Clock nets:
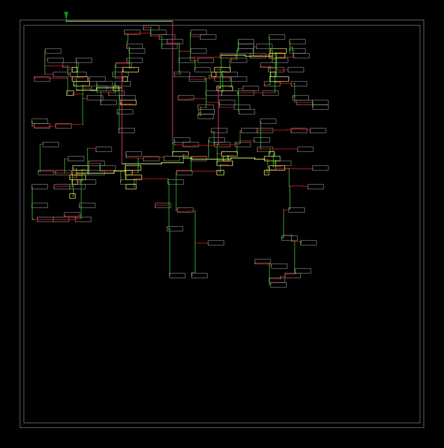
Logic cells by family:
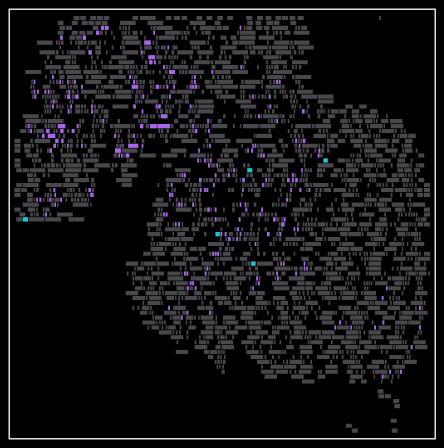
Wiring heat map:
The die is cut into 24 by 24 equal tiles; white is low, dark blue is high, scaled to the fullest tile. Values are wire area over tile area, all layers added.
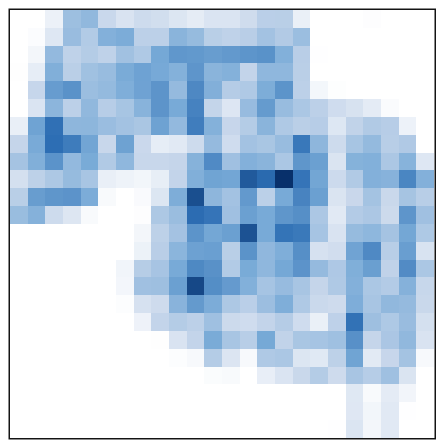
File: config.mk
export PLATFORM = sky130hd
export DESIGN_NAME = fc_layer_engine
export DESIGN_NICKNAME = d
export VERILOG_FILES = /design/src/rtl/fc_layer_engine.sv
export SDC_FILE = /design/constraint.sdc
export NUM_CORES = 1
export LEC_CHECK = 0
export ABC_AREA = 1
export CAP_MARGIN = 0
export CORE_AREA = 2 2 233 235
export CTS_CLUSTER_SIZE = 10
export DETAILED_ROUTE_END_ITERATION = 16
export DIE_AREA = 0 0 235 237
export SLEW_MARGIN = 25
export SYNTH_ARGS = -nofsm -noshare
export SYNTH_HDL_FRONTEND = slang
export SYNTH_SLANG_ARGS = --single-unit
File: constraint.sdc
create_clock -name clk -period 12.15 [get_ports clk]
set_input_delay 1.215 -clock clk [delete_from_list [all_inputs] [get_ports clk]]
set_output_delay 1.215 -clock clk [all_outputs]
set_load 0.05 [all_outputs]
File: src/rtl/fc_layer_engine.sv
// rtl/fc_layer_engine.sv - int8 fully-connected layer with ReLU clamp and two-per-word result packing
module fc_layer_engine #(
  parameter int ADDR_W = 12,
  parameter int ACC_W  = 32
) (
  input  logic              clk,
  input  logic              reset_b,
  input  logic              fc_run,
  output logic              fc_busy,
  output logic              fc_done,
  input  logic [ADDR_W-1:0] in_words,
  input  logic [ADDR_W-1:0] neurons,
  output logic [ADDR_W-1:0] feat_sram_read_address,
  input  logic [15:0]       feat_sram_read_data,
  output logic [ADDR_W-1:0] wgt_sram_read_address,
  input  logic [15:0]       wgt_sram_read_data,
  output logic              res_sram_write_enable,
  output logic [ADDR_W-1:0] res_sram_write_address,
  output logic [15:0]       res_sram_write_data
);

  typedef enum logic [2:0] {IDLE, FETCH, DRAIN, ACT, DONE} state_t;

  state_t                   state_q, state_d;
  logic                     busy_q, busy_d;
  logic                     done_q, done_d;
  logic [ADDR_W-1:0]        feat_addr_q, feat_addr_d;
  logic [ADDR_W-1:0]        wgt_addr_q, wgt_addr_d;
  logic                     we_q, we_d;
  logic [ADDR_W-1:0]        waddr_q, waddr_d;
  logic [15:0]              wdata_q, wdata_d;
  logic [7:0]               pack_q, pack_d;
  logic signed [ACC_W-1:0]  acc_q, acc_d;
  logic [ADDR_W-1:0]        in_words_q, in_words_d;
  logic [ADDR_W-1:0]        neurons_q, neurons_d;
  logic [ADDR_W-1:0]        j_q, j_d;

  logic signed [7:0]        f_hi, f_lo, w_hi, w_lo;
  logic signed [15:0]       prod_hi, prod_lo;
  logic signed [ACC_W-1:0]  mac_sum;
  logic                     mac_en;
  logic                     last_neuron;
  logic [7:0]               res;

  // Read data lags the issued address by one cycle, so word k-1 is MACed while word k is issued.
  always_comb begin
    f_hi        = feat_sram_read_data[15:8];
    f_lo        = feat_sram_read_data[7:0];
    w_hi        = wgt_sram_read_data[15:8];
    w_lo        = wgt_sram_read_data[7:0];
    prod_hi     = 16'(f_hi) * 16'(w_hi);
    prod_lo     = 16'(f_lo) * 16'(w_lo);
    mac_sum     = acc_q + ACC_W'(prod_hi) + ACC_W'(prod_lo);
    mac_en      = ((state_q == FETCH) && (feat_addr_q != '0)) || (state_q == DRAIN);
    last_neuron = (j_q == neurons_q - ADDR_W'(1));
    if (acc_q[ACC_W-1]) begin
      res = 8'd0;
    end else if (acc_q > ACC_W'(127)) begin
      res = 8'd127;
    end else begin
      res = acc_q[7:0];
    end
  end

  always_comb begin
    state_d     = state_q;
    busy_d      = busy_q;
    done_d      = 1'b0;
    feat_addr_d = feat_addr_q;
    wgt_addr_d  = wgt_addr_q;
    we_d        = 1'b0;
    waddr_d     = waddr_q;
    wdata_d     = wdata_q;
    pack_d      = pack_q;
    acc_d       = acc_q;
    in_words_d  = in_words_q;
    neurons_d   = neurons_q;
    j_d         = j_q;

    if (mac_en) begin
      acc_d = mac_sum;
    end

    case (state_q)
      IDLE: begin
        if (fc_run) begin
          in_words_d  = in_words;
          neurons_d   = neurons;
          feat_addr_d = '0;
          wgt_addr_d  = '0;
          j_d         = '0;
          acc_d       = '0;
          pack_d      = '0;
          busy_d      = 1'b1;
          state_d     = ((in_words == '0) || (neurons == '0)) ? DONE : FETCH;
        end
      end
      FETCH: begin
        // Weight address runs continuously across neurons: row j starts at j*in_words.
        wgt_addr_d = wgt_addr_q + ADDR_W'(1);
        if (feat_addr_q == in_words_q - ADDR_W'(1)) begin
          state_d = DRAIN;
        end else begin
          feat_addr_d = feat_addr_q + ADDR_W'(1);
        end
      end
      DRAIN: begin
        state_d = ACT;
      end
      ACT: begin
        acc_d       = '0;
        j_d         = j_q + ADDR_W'(1);
        feat_addr_d = '0;
        if (!j_q[0]) begin
          pack_d = res;
        end
        if (j_q[0] || last_neuron) begin
          we_d    = 1'b1;
          waddr_d = j_q >> 1;
          wdata_d = j_q[0] ? {pack_q, res} : {res, 8'h00};
        end
        state_d = last_neuron ? DONE : FETCH;
      end
      DONE: begin
        busy_d  = 1'b0;
        done_d  = 1'b1;
        state_d = IDLE;
      end
      default: begin
        state_d = IDLE;
      end
    endcase
  end

  always_ff @(posedge clk or negedge reset_b) begin
    if (!reset_b) begin
      state_q     <= IDLE;
      busy_q      <= 1'b0;
      done_q      <= 1'b0;
      feat_addr_q <= '0;
      wgt_addr_q  <= '0;
      we_q        <= 1'b0;
      waddr_q     <= '0;
      wdata_q     <= '0;
      pack_q      <= '0;
      acc_q       <= '0;
      in_words_q  <= '0;
      neurons_q   <= '0;
      j_q         <= '0;
    end else begin
      state_q     <= state_d;
      busy_q      <= busy_d;
      done_q      <= done_d;
      feat_addr_q <= feat_addr_d;
      wgt_addr_q  <= wgt_addr_d;
      we_q        <= we_d;
      waddr_q     <= waddr_d;
      wdata_q     <= wdata_d;
      pack_q      <= pack_d;
      acc_q       <= acc_d;
      in_words_q  <= in_words_d;
      neurons_q   <= neurons_d;
      j_q         <= j_d;
    end
  end

  assign fc_busy                = busy_q;
  assign fc_done                = done_q;
  assign feat_sram_read_address = feat_addr_q;
  assign wgt_sram_read_address  = wgt_addr_q;
  assign res_sram_write_enable  = we_q;
  assign res_sram_write_address = waddr_q;
  assign res_sram_write_data    = wdata_q;

endmodule
==> impl_metrics.py <==
# Generated from Yosys and OpenROAD reports
metrics = {
    "setup_path": {
        "cp.arrival_ns": 7.97,
        "cp_slowest_stage_delay_ns": 0.71,
        "r2r-start": "acc_q[13]$_DFF_PN0_",
        "crit_path_start_kind": "input pin",
        "endpoint": "acc_q[18]$_DFF_PN0_",
        "reg2reg_slack_ns": 6.85,
        "crit_cells": 23,
        "critPathLaunch": "wgt_sram_read_data[0]",
        "critPathKind": "input pin to register",
        "crit_chain": "clkdlybuf4s50_1 > nand2_1 > inv_1 > fa_1 > fa_1 > inv_1 > fa_1 > fa_1 > inv_1 > fa_1 > inv_1 > fa_1 > inv_1 > ha_1 > a21oi_1 > o21ai_0 > nand2_1 > nand3_1 > a21oi_1 > or2_2 > nand3_1 > nand2_1 > inv_1",
        "crit_buf_inv": 7,
        "r2r_end": "acc_q[18]$_DFF_PN0_",
        "slowest_stage": "clkdlybuf4s50_1",
        "critPathRequiredTime_ns": 12.48,
        "path_delay_family": "adder cells",
        "cp_max_fo": 24,
        "worst_setup_path_end_kind": "register",
        "reg2regPathDepth": 22,
    },
    "timing": {
        "setup_violations": 0,
        "worst_pin_slew_ns": 0.970,
        "fin_ws_ns": 4.52,
        "rsz0062_at_grt": "false",
        "period_needed_ns": 7.63,
        "max_slew_margin_pct": 35.3,
        "hold_violations": 0,
        "maxSlewViolCount": 0,
        "tns_ns": 0,
        "whs_ns": 0.496,
        "fmax_ghz": 0.131,
        "fin_crit_sh_pct": 62.8,
    },
    "synth": {
        "ys_types": 50,
        "netlist_instances": 2340,
        "ff_type": "dfrtp_1",
        "aoi_share_pct": 5.80,
        "async_flop_share_pct": 100,
        "ys_seq_share_pct": 19.2,
        "xor_area_share_pct": 1.67,
        "ys_sh_adder_pct": 34.7,
        "synth_flops": 133,
        "yosys_cells": 2340,
        "syn_nets": 2747,
        "synth_warnings": 0,
        "syn_area_um2": 17400,
        "edf_count": 0,
        "synth-area-yosys_um2": 17400,
        "simple_gate_share_pct": 22.9,
        "syn_area_per_cell_um2": 7.42,
        "mux_area_share_pct": 0.0577,
        "synth.logic.top_family": "adder cells",
    },
    "cells_and_area": {
        "fin_area_um2": 19700,
        "antenna_cells": 0,
        "fill_cells": 5590,
        "drive_gt1_share_pct": 3.59,
        "flop_area_um2": 3330,
        "lay_top_cells": "inv_1 (646), nand2_1 (499), fa_1 (221)",
        "logic_area_um2": 11300,
        "fin_nets": 2818,
        "syn2layout_area_growth_pct": 13.5,
        "finish.utilization_pct": 37.0,
    },
    "clock_network": {
        "cts_setup_buffers": 0,
        "cts_buffers": 17,
        "clockBufferDepth": 2,
        "path_clk_slew_ns": 0.07,
        "ctsHoldBuffers": 0,
        "cts_tree": "done",
        "clock-root-buffer": "clkbuf_16",
        "h-tree-depth": 4,
        "post_cts_resized": 0,
    },
    "floorplanning": {
        "fp_util_pct": 32.6,
        "io_pins": 114,
        "rows": 85,
        "fp.dieH_um": 237,
        "die-width_um": 235,
        "fp.dieArea_um2": 55700,
        "core_area_um2": 53300,
    },
    "routing": {
        "antenna_left": 0,
        "first_pass_iters": 5,
        "drcViolationCount": 0,
        "viasPerCell": 4.60,
        "wl_per_cell_um": 14.2,
        "drt-initial-drc-count": 779,
    },
    "global_routing": {
        "grt_use_met2_pct": 30.1,
        "antenna_found_initial": 0,
        "grt_max_degree": 68,
        "grt-ovfl-total": 0,
        "grt_pass1_vias": 15200,
        "grt_pass1_wl_um": 76400,
        "grt.busiest_layer": "met2",
        "grt.total_usage_pct": 16.7,
        "gr-usage-met3_pct": 1.76,
        "grt_util_met1_pct": 21.3,
    },
    "min_path": {
        "hold_depth": 2,
        "hold_path_class": "register to register",
    },
    "flow_run": {
        "drv_cap": 0,
        "tool_warnings": 28,
    },
    "placement": {
        "dpl_cell_area_um2": 19100,
        "dp_slack_ns": 4.02,
        "dp_hpwl_um": 37000,
        "dp_cells": 3088,
        "place_congestion": 0.947,
        "io_buffer_count": 112,
    },
    "outcome": {
        "outcome": "complete, no violations",
    },
}
## Picture notes: 'clock nets'
clk_skew: 0.0170 ns
flip-flops: 133
Clock Sinks: 133
clk_lat worst skew: 0.43 ns
clock buffer count: 17

## Picture notes: 'logic cells by family'
Key: purple = nor cells [cells 219, most used nor2_1]; cyan = non-inverting ao/oa cells [cells 5, most used a21o_1]
logic share of the area: 57.4%
post-route insts no fill: 3120
most numerous logic cell after layout: inv_1

## Picture notes: 'wiring heat map'
The emptiest ninth of the die: lower left. The fullest tile reaches 0.49. The mean over all tiles is 0.12. The densest ninth of the die: center.
overall routed net length: 44400 µm
vias: 14400

-- state kept, by name (all words and copies together), names as in the netlist --
name	cells
res_sram_write_data	16
j_q	12
acc_q	32
fc_busy	1
res_sram_write_enable	1
in_words_q	12
pack_q	8
feat_sram_read_address	12
wgt_sram_read_address	12
neurons_q	12
res_sram_write_address	11
fc_done	1
state_q	3
-- cell type report --
cell class	instances	share of cell area (%)
Inverter	654	12.5
Tap cell	696	4.42
Clock buffer	17	2.16
Clock inverter	15	0.832
Multi-Input combinational cell	1489	57.4
Sequential cell	133	16.9
Timing Repair Buffer	116	5.85
-- cells by family after synthesis --
logic type / Yosys count
XOR/XNOR: 33
AND-OR/OR-AND: 183
adder cells (fa/ha/maj): 348
AND/OR/NAND/NOR: 923
other: 1
multiplexers: 1
flip-flops: 133
buffers and inverters: 718
-- synthesized netlist by cell type (13+ instances only) --
| library cell | number | area share, % |
|---|---|---|
| nor2_1 | 172 | 3.7 |
| xnor2_1 | 13 | 0.66 |
| inv_1 | 646 | 14 |
| dfrtp_1 | 133 | 19 |
| buf_2 | 13 | 0.37 |
| fa_1 | 221 | 25 |
| o21ai_1 | 15 | 0.43 |
| nand4_1 | 17 | 0.61 |
| o21ai_0 | 86 | 2.5 |
| xor2_1 | 20 | 1.0 |
| ha_1 | 127 | 9.2 |
| nand3_1 | 159 | 4.6 |
| nor3_1 | 21 | 0.61 |
| a21oi_1 | 49 | 1.4 |
| clkbuf_1 | 44 | 0.95 |
| nand2_1 | 500 | 11 |
-- per-layer routing --
layer	wire length (µm)	part of all wire, %
met5	0	0
met4	956	2.2
met3	1360	3.1
met2	22800	51
met1	19300	43
-- how the worst min path moves through the flow --
stage | startpoint | endpoint
2_1_floorplan | in_words_q[11]$_DFFE_PN0P_ | in_words_q[11]$_DFFE_PN0P_
3_3_place_gp | neurons_q[11]$_DFFE_PN0P_ | neurons_q[11]$_DFFE_PN0P_
3_5_place_dp | neurons_q[11]$_DFFE_PN0P_ | neurons_q[11]$_DFFE_PN0P_
4_1_cts | neurons_q[11]$_DFFE_PN0P_ | neurons_q[11]$_DFFE_PN0P_
5_1_grt | res_sram_write_address[2]$_DFFE_PN0P_ | res_sram_write_address[2]$_DFFE_PN0P_
6_report | neurons_q[11]$_DFFE_PN0P_ | neurons_q[11]$_DFFE_PN0P_
-- worst reg2reg max path, cell delays in order, from the launching register on --
cell	delay, ns
dfrtp_1	0.42
ha_1	0.29
inv_1	0.05
fa_1	0.50
inv_1	0.04
ha_1	0.27
inv_1	0.05
fa_1	0.50
inv_1	0.05
fa_1	0.54
inv_1	0.05
fa_1	0.49
inv_1	0.05
ha_1	0.35
inv_1	0.09
o21ai_0	0.15
a21oi_1	0.32
nand3_1	0.28
a21oi_1	0.34
or2_2	0.17
nand3_1	0.06
nand2_1	0.09
inv_1	0.04
